$ cat src/rtl/hcsr04_echo_responder_if.sv
// Trigger/echo link between a measurement initiator and the
// HC-SR04 responder model.
interface hcsr04_echo_responder_if #(
   parameter int DIST_W = 7
);
   logic              trig;
   logic [DIST_W-1:0] distance;
   logic              echo;
   logic              busy;
   logic              no_target;
   logic              runt;
   logic              done;

   modport master (
      output trig, distance,
      input  echo, busy, no_target, runt, done
   );

   modport slave (
      input  trig, distance,
      output echo, busy, no_target, runt, done
   );
endinterface

$ cat src/rtl/hcsr04_echo_responder.sv
// HC-SR04 sensor-side model: accepts a trigger pulse and answers
// with an echo whose width encodes the programmed distance.
module hcsr04_echo_responder #(
   parameter int DIST_W       = 7,
   parameter int TRIG_MIN_CYC = 6,
   parameter int BURST_CYC    = 8,
   parameter int CYC_PER_CM   = 1,
   parameter int CNT_W        = 16,
   parameter int ECHO_TIMEOUT = 100,
   parameter int HOLDOFF_CYC  = 4
) (
   input logic clk,
   input logic rst_n,
   hcsr04_echo_responder_if.slave bus
);
   localparam int PW = 2 * CNT_W;

   typedef enum logic [2:0] {
      IDLE, TRIG_HI, BURST, ECHO, HOLDOFF
   } state_t;

   state_t            state;
   logic              sync1;
   logic              trig_s;
   logic              trig_q;
   logic [CNT_W-1:0]  cnt;
   logic [CNT_W-1:0]  w_q;
   logic [DIST_W-1:0] dist_q;
   logic              echo_q;
   logic              nt_q;
   logic              runt_q;
   logic              done_q;

   logic [PW-1:0]     prod;
   logic              nt_calc;
   logic [CNT_W-1:0]  w_calc;
   logic              rise;

   // Double-width product so large distances saturate instead of wrapping
   always_comb begin
      prod    = PW'(dist_q) * PW'(CYC_PER_CM);
      nt_calc = (dist_q == '0) || (prod > PW'(ECHO_TIMEOUT));
      w_calc  = nt_calc ? CNT_W'(ECHO_TIMEOUT) : prod[CNT_W-1:0];
      rise    = trig_s & ~trig_q;
   end

   always_ff @(posedge clk or negedge rst_n) begin
      if (!rst_n) begin
         state  <= IDLE;
         sync1  <= 1'b0;
         trig_s <= 1'b0;
         trig_q <= 1'b0;
         cnt    <= '0;
         w_q    <= '0;
         dist_q <= '0;
         echo_q <= 1'b0;
         nt_q   <= 1'b0;
         runt_q <= 1'b0;
         done_q <= 1'b0;
      end else begin
         sync1  <= bus.trig;
         trig_s <= sync1;
         trig_q <= trig_s;
         runt_q <= 1'b0;
         done_q <= 1'b0;
         unique case (state)
            IDLE: begin
               if (rise) begin
                  state <= TRIG_HI;
                  cnt   <= CNT_W'(1);
               end
            end
            TRIG_HI: begin
               if (trig_s) begin
                  if (cnt < CNT_W'(TRIG_MIN_CYC))
                     cnt <= cnt + 1'b1;
               end else if (cnt >= CNT_W'(TRIG_MIN_CYC)) begin
                  dist_q <= bus.distance;
                  cnt    <= '0;
                  state  <= BURST;
               end else begin
                  runt_q <= 1'b1;
                  cnt    <= '0;
                  state  <= IDLE;
               end
            end
            BURST: begin
               if (cnt == CNT_W'(BURST_CYC - 1)) begin
                  state  <= ECHO;
                  echo_q <= 1'b1;
                  nt_q   <= nt_calc;
                  w_q    <= w_calc;
                  cnt    <= CNT_W'(1);
               end else begin
                  cnt <= cnt + 1'b1;
               end
            end
            ECHO: begin
               if (cnt == w_q) begin
                  echo_q <= 1'b0;
                  done_q <= 1'b1;
                  cnt    <= '0;
                  state  <= HOLDOFF;
               end else begin
                  cnt <= cnt + 1'b1;
               end
            end
            HOLDOFF: begin
               if (cnt == CNT_W'(HOLDOFF_CYC - 1)) begin
                  cnt   <= '0;
                  state <= IDLE;
               end else begin
                  cnt <= cnt + 1'b1;
               end
            end
            default: state <= IDLE;
         endcase
      end
   end

   assign bus.echo      = echo_q;
   assign bus.busy      = (state != IDLE);
   assign bus.no_target = nt_q;
   assign bus.runt      = runt_q;
   assign bus.done      = done_q;
endmodule
$ cat src/flat_wrapper.sv
// flat-port wrapper written by rule: the top's interface ports become plain ports
module hcsr04_echo_responder_flat 
#(
   parameter int DIST_W       = 7,
   parameter int TRIG_MIN_CYC = 6,
   parameter int BURST_CYC    = 8,
   parameter int CYC_PER_CM   = 1,
   parameter int CNT_W        = 16,
   parameter int ECHO_TIMEOUT = 100,
   parameter int HOLDOFF_CYC  = 4
)
  (clk, rst_n, bus_trig, bus_distance, bus_echo, bus_busy, bus_no_target, bus_runt, bus_done);
  hcsr04_echo_responder_if #(.DIST_W(DIST_W)) bus_i ();
  input logic clk;
  input logic rst_n;
  input wire logic [$bits(bus_i.trig)-1:0] bus_trig;
  input wire logic [$bits(bus_i.distance)-1:0] bus_distance;
  output wire logic [$bits(bus_i.echo)-1:0] bus_echo;
  output wire logic [$bits(bus_i.busy)-1:0] bus_busy;
  output wire logic [$bits(bus_i.no_target)-1:0] bus_no_target;
  output wire logic [$bits(bus_i.runt)-1:0] bus_runt;
  output wire logic [$bits(bus_i.done)-1:0] bus_done;
  assign bus_i.trig = bus_trig;
  assign bus_i.distance = bus_distance;
  assign bus_echo = bus_i.echo;
  assign bus_busy = bus_i.busy;
  assign bus_no_target = bus_i.no_target;
  assign bus_runt = bus_i.runt;
  assign bus_done = bus_i.done;
  hcsr04_echo_responder #(.DIST_W(DIST_W), .TRIG_MIN_CYC(TRIG_MIN_CYC), .BURST_CYC(BURST_CYC), .CYC_PER_CM(CYC_PER_CM), .CNT_W(CNT_W), .ECHO_TIMEOUT(ECHO_TIMEOUT), .HOLDOFF_CYC(HOLDOFF_CYC)) u_core (.clk(clk), .rst_n(rst_n), .bus(bus_i));
endmodule
$ cat config.mk
export PLATFORM = sky130hd
export DESIGN_NAME = hcsr04_echo_responder_flat
export DESIGN_NICKNAME = d
export VERILOG_FILES = /design/src/rtl/hcsr04_echo_responder_if.sv /design/src/rtl/hcsr04_echo_responder.sv /design/src/flat_wrapper.sv
export SDC_FILE = /design/constraint.sdc
export NUM_CORES = 1
export LEC_CHECK = 0
export ABC_AREA = 0
export CORE_ASPECT_RATIO = 0.6
export CORE_MARGIN = 2
export CORE_UTILIZATION = 32
export DETAILED_ROUTE_END_ITERATION = 16
export GPL_ROUTABILITY_DRIVEN = 0
export GPL_TIMING_DRIVEN = 1
export REMOVE_ABC_BUFFERS = 1
export SLEW_MARGIN = 20
export SYNTH_ARGS = -nofsm -noshare
export SYNTH_HDL_FRONTEND = slang
export SYNTH_SLANG_ARGS = --single-unit
$ cat constraint.sdc
create_clock -name clk -period 4.8 [get_ports clk]
set_input_delay 0.96 -clock clk [delete_from_list [all_inputs] [get_ports clk]]
set_output_delay 0.96 -clock clk [all_outputs]
set_load 0.1 [all_outputs]
Fig. 1: run 1, power grid
Bar = 20 µm. Pins as bars on the die edge.
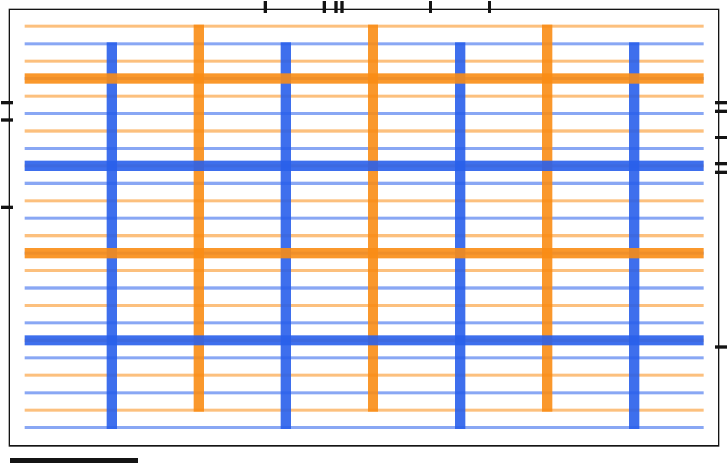
Key: orange = VDD; blue = VSS
7 straps on met4. The core has 23 rows. 15 signal pins sit on the boundary. 24 met1 rails follow the rows.
Worst VDD drop: 0.130 mV
Die Ht: 67.8 µm

Fig. 2: run 1, cell classes on the final placement
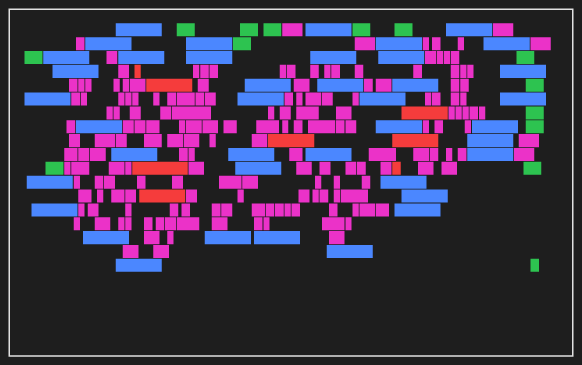
Key: green = other buffers and delay cells [cells 14]; magenta = all other logic [cells 177]; blue = flip-flops [cells 40]; red = clock drivers and dummy loads [cells 8]
row count: 23
fin area: 2510 µm²

==> flow_summary_export.csv, run 1 <==
group,metric,value,unit
outcome,outcome,"finished, final reports clean",
run,warnings,26,
place,hpwl,3.32,mm
worst_setup_path,r2r_cells,6,
min_path,hold_class,"reg2reg",
pwr,powerDensity,308,nW/µm²
clock_network,worstSkewPairLatency,0.28,ns
yosys,synth_top_cell_by_count,"dfrtp_1",
yosys,edf_count,0,
worst_setup_path,critPathArrivalTime,2.16,ns
clock_network,htreeDepth,2,
worst_setup_path,rrSetupSlack,2.33,ns
yosys,fa_ha_area_share,1.15,%
final_layout,layout.nets,250,
run,drv_cap,0,
yosys,area_leaders,"dfrtp_1 46%, nand2_1 4.7%, o21ai_0 4.4%",
min_path,holdPathStages,0,
final_layout,nonClkBufAreaFrac,5.37,%
detailed_routing,met1_length,2.74,mm
final_layout,seq_share,39.8,%
final_layout,final_cell_count_no_fill,326,
die,tapCellCount,87,
final_layout,clock_area_share,6.52,%
yosys,aoi_share,18.7,%
final_layout,inverters,7,
worst_setup_path,timing.critical_path.from,"u_core.state[0]$_DFFE_PN0P_",
final_layout,most-common-layout-cells,"40 x dfrtp_1, 27 x nand2_1, 21 x nor2_1",
clock_network,cts_tree,"yes",
place,place_inst,318,
yosys,synth-area-yosys,2170,µm²
detailed_routing,drc,0,
global_route,grt_pass1_wl,7.60,mm
final_layout,flop-count,40,
final_layout,regMostFlops,"u_core.cnt",
yosys,yosys_cells,226,
detailed_routing,routed-wl-met3,160,µm
sta,fmax,0.321,GHz
clock_network,cts_root_buf,"clkbuf_16",
worst_setup_path,slowest_delay,0.99,ns
yosys,flop_cell,"dfrtp_1",
final_layout,num-nonclk-buffers,14,
worst_setup_path,critical_path.cell_chain,"or3_1 -> clkdlybuf4s50_1",
detailed_routing,dr_total_vias,1663,
yosys,ys_sh_xor,4.03,%
final_layout,largest_reg_flops,16,
worst_setup_path,worstReg2RegStart,"u_core.cnt[5]$_DFFE_PN0P_",
pwr,power-top-group,"clock",
clock_network,postCtsSetupBuffers,0,
clock_network,clkTransAtPathRegs,0.05,ns
die,die_width,110,µm
worst_setup_path,slowest_stage,"clkdlybuf4s50_1",
sta,slew_headroom,29.4,%
global_route,busiest_layer,"met1",
detailed_routing,wl,4.68,mm
final_layout,nMultiInputCombCells,170,
die,fp_util,32.8,%
detailed_routing,drt_pass1_iterations,5,
die,die_area,7480,µm²
final_layout,largestRegisters,"u_core.cnt: 16 flops, u_core.dist_q: 7 flops, u_core.w_q: 7 flops",
global_route,grt_pass1_vias,1504,
min_path,worstHoldEndpoint,"u_core.trig_s$_DFF_PN0_",
global_route,grt_max_degree,41,
global_route,grtUsageMet1,22.2,%
sta,slew_viol_final,0,
pwr,netSwitchingPower,0.000171,W
clock_network,cts_sinks,40,
sta,period_used_share,64.9,%
final_layout,diodes,0,
sta,tightest_slew,1.05,ns
yosys,post_synth.cell_area_avg,9.61,µm²
die,num_io_pins,15,
min_path,worst_hold_startpoint,"u_core.sync1$_DFF_PN0_",
yosys,syn-instance-count,226,
sta,finalSetupTns,0,ns
detailed_routing,wl_per_cell,14.3,µm
pwr,seqPwrFrac,44.6,%
pwr,leakage,1.04,nW
yosys,netlist-cell-type-count,47,
sta,finalSetupViolations,0,
detailed_routing,top_layer,"met4",
final_layout,area_growth,15.8,%
detailed_routing,antenna_left,0,
place,detailedPlace.worstSlack,2.00,ns
worst_setup_path,setup.worst_path.class,"reg2out",
global_route,gr-usage-met3,4.29,%
place,io_buffers,14,
sta,final-hold-violation-count,0,
Fig. 3: run 1, clock network drawn from the DEF
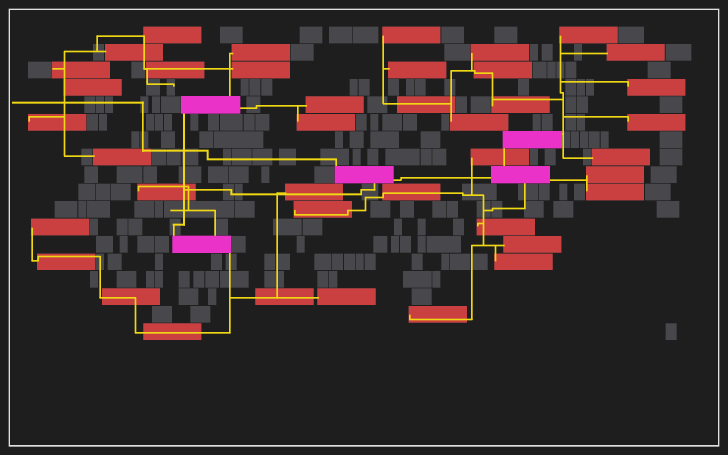
Key: magenta = cells driving clock nets [count 5]; yellow = clock wires [length 569 µm]; red = flip-flops [count 40]
There are 6 routed clock nets.
Setup Skew: 0.00678 ns
clock network power: 0.000376 W
Clock power frac: 48.4%

Fig. 4: run 1, wiring by layer
Bar = 20 µm.
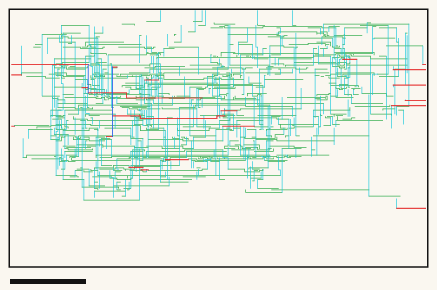

==> run 2, diff against run 1 <==
clock period = 2.6 ns   (was 4.8 ns; I/O delays follow)
Fig. 5: run 2, wiring by layer
Bar = 20 µm.
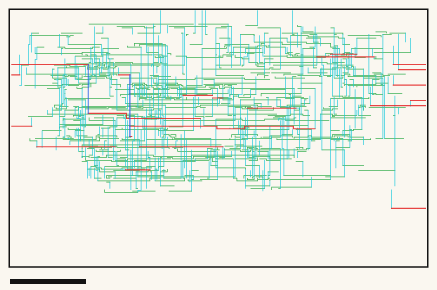
Key: green = met1 [wire length 2710 µm]; cyan = met2 [wire length 1900 µm]; blue = met4 [wire length 29.2 µm]; red = met3 [wire length 259 µm]
final WL: 4.90 mm
Vias: 1714
gr usage total: 14.5%

==> run 2 against run 1 <==
Via count grew 3.1%. Register-to-register slack lost 2.2 ns. First-iteration DRC count grew 44%. Combinational power grew 97%. Power grew 86%. Count of clock-buffer cells in the layout is the same. Hold slack lost 0.0011 ns. Global-route usage grew 0.86 points. Worst setup slack lost 1.5 ns. Sequential share of layout area shrank 1.1 points. Die size is the same. Clock power grew 85%. Critical path type is now reg2reg. Critical endpoint is now u_core.cnt[6]$_DFFE_PN0P_.
==> flow_summary_export.csv, run 2 <==
group,metric,value,unit
clock_network,htreeDepth,2,
pwr,seqPwrFrac,44.3,%
sta,finalSetupTns,0,ns
place,hpwl,3.58,mm
yosys,area_leaders,"dfrtp_1 46%, nand2_1 4.7%, o21ai_0 4.4%",
final_layout,seq_share,38.7,%
global_route,grt_pass1_vias,1592,
min_path,holdPathStages,0,
yosys,ys_sh_xor,4.03,%
die,fp_util,32.8,%
sta,slew_viol_final,0,
final_layout,largestRegisters,"u_core.cnt: 16 flops, u_core.dist_q: 7 flops, u_core.w_q: 7 flops",
yosys,synth-area-yosys,2170,µm²
global_route,grt_max_degree,41,
detailed_routing,drc,0,
final_layout,area_growth,19.0,%
final_layout,most-common-layout-cells,"40 x dfrtp_1, 27 x nand2_1, 21 x nor2_1",
yosys,aoi_share,18.7,%
sta,final-hold-violation-count,0,
detailed_routing,top_layer,"met4",
pwr,clockPowerShare,48.3,%
sta,clock_skew,0.00771,ns
detailed_routing,drt_pass1_iterations,4,
final_layout,regMostFlops,"u_core.cnt",
sta,fmax,0.407,GHz
sta,period_used_share,94.6,%
yosys,edf_count,0,
worst_setup_path,rrSetupSlack,0.14,ns
clock_network,cts_root_buf,"clkbuf_16",
clock_network,cts_sinks,40,
die,num_io_pins,15,
min_path,worstHoldEndpoint,"u_core.trig_s$_DFF_PN0_",
detailed_routing,met1_length,2.71,mm
final_layout,flop-count,40,
worst_setup_path,worstReg2RegStart,"u_core.cnt[5]$_DFFE_PN0P_",
yosys,synth_top_cell_by_count,"dfrtp_1",
worst_setup_path,timing.critical_path.from,"u_core.cnt[5]$_DFFE_PN0P_",
sta,finalSetupViolations,0,
final_layout,nonClkBufAreaFrac,7.94,%
sta,slew_headroom,39.0,%
detailed_routing,wl_per_cell,14.5,µm
global_route,grtUsageMet1,23.0,%
die,tapCellCount,87,
final_layout,diodes,0,
final_layout,nMultiInputCombCells,170,
clock_network,clkTransAtPathRegs,0.06,ns
worst_setup_path,slowest_stage,"or3_1",
pwr,powerDensity,557,nW/µm²
worst_setup_path,critPathArrivalTime,2.63,ns
outcome,outcome,"finished, final reports clean",
pwr,leakage,1.11,nW
min_path,hold_class,"reg2reg",
run,drv_cap,0,
final_layout,num-nonclk-buffers,25,
yosys,post_synth.cell_area_avg,9.61,µm²
clock_network,worstSkewPairLatency,0.28,ns
die,rows,23,
Fig. 6: run 2, power grid
Bar = 20 µm. Pins as bars on the die edge.
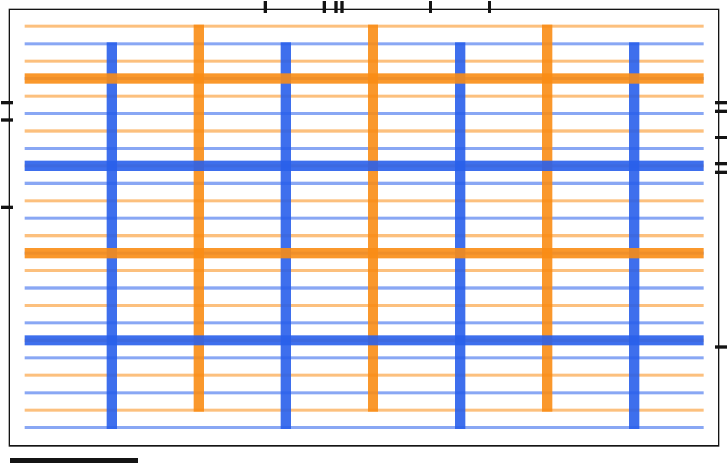
Key: blue = VSS; orange = VDD
4 straps on met5. 15 signal pins sit on the boundary.
Core ar.: 6620 µm²
Worst VDD drop: 0.225 mV
Die W: 110 µm

Power is estimated from default activity; no workload was simulated.
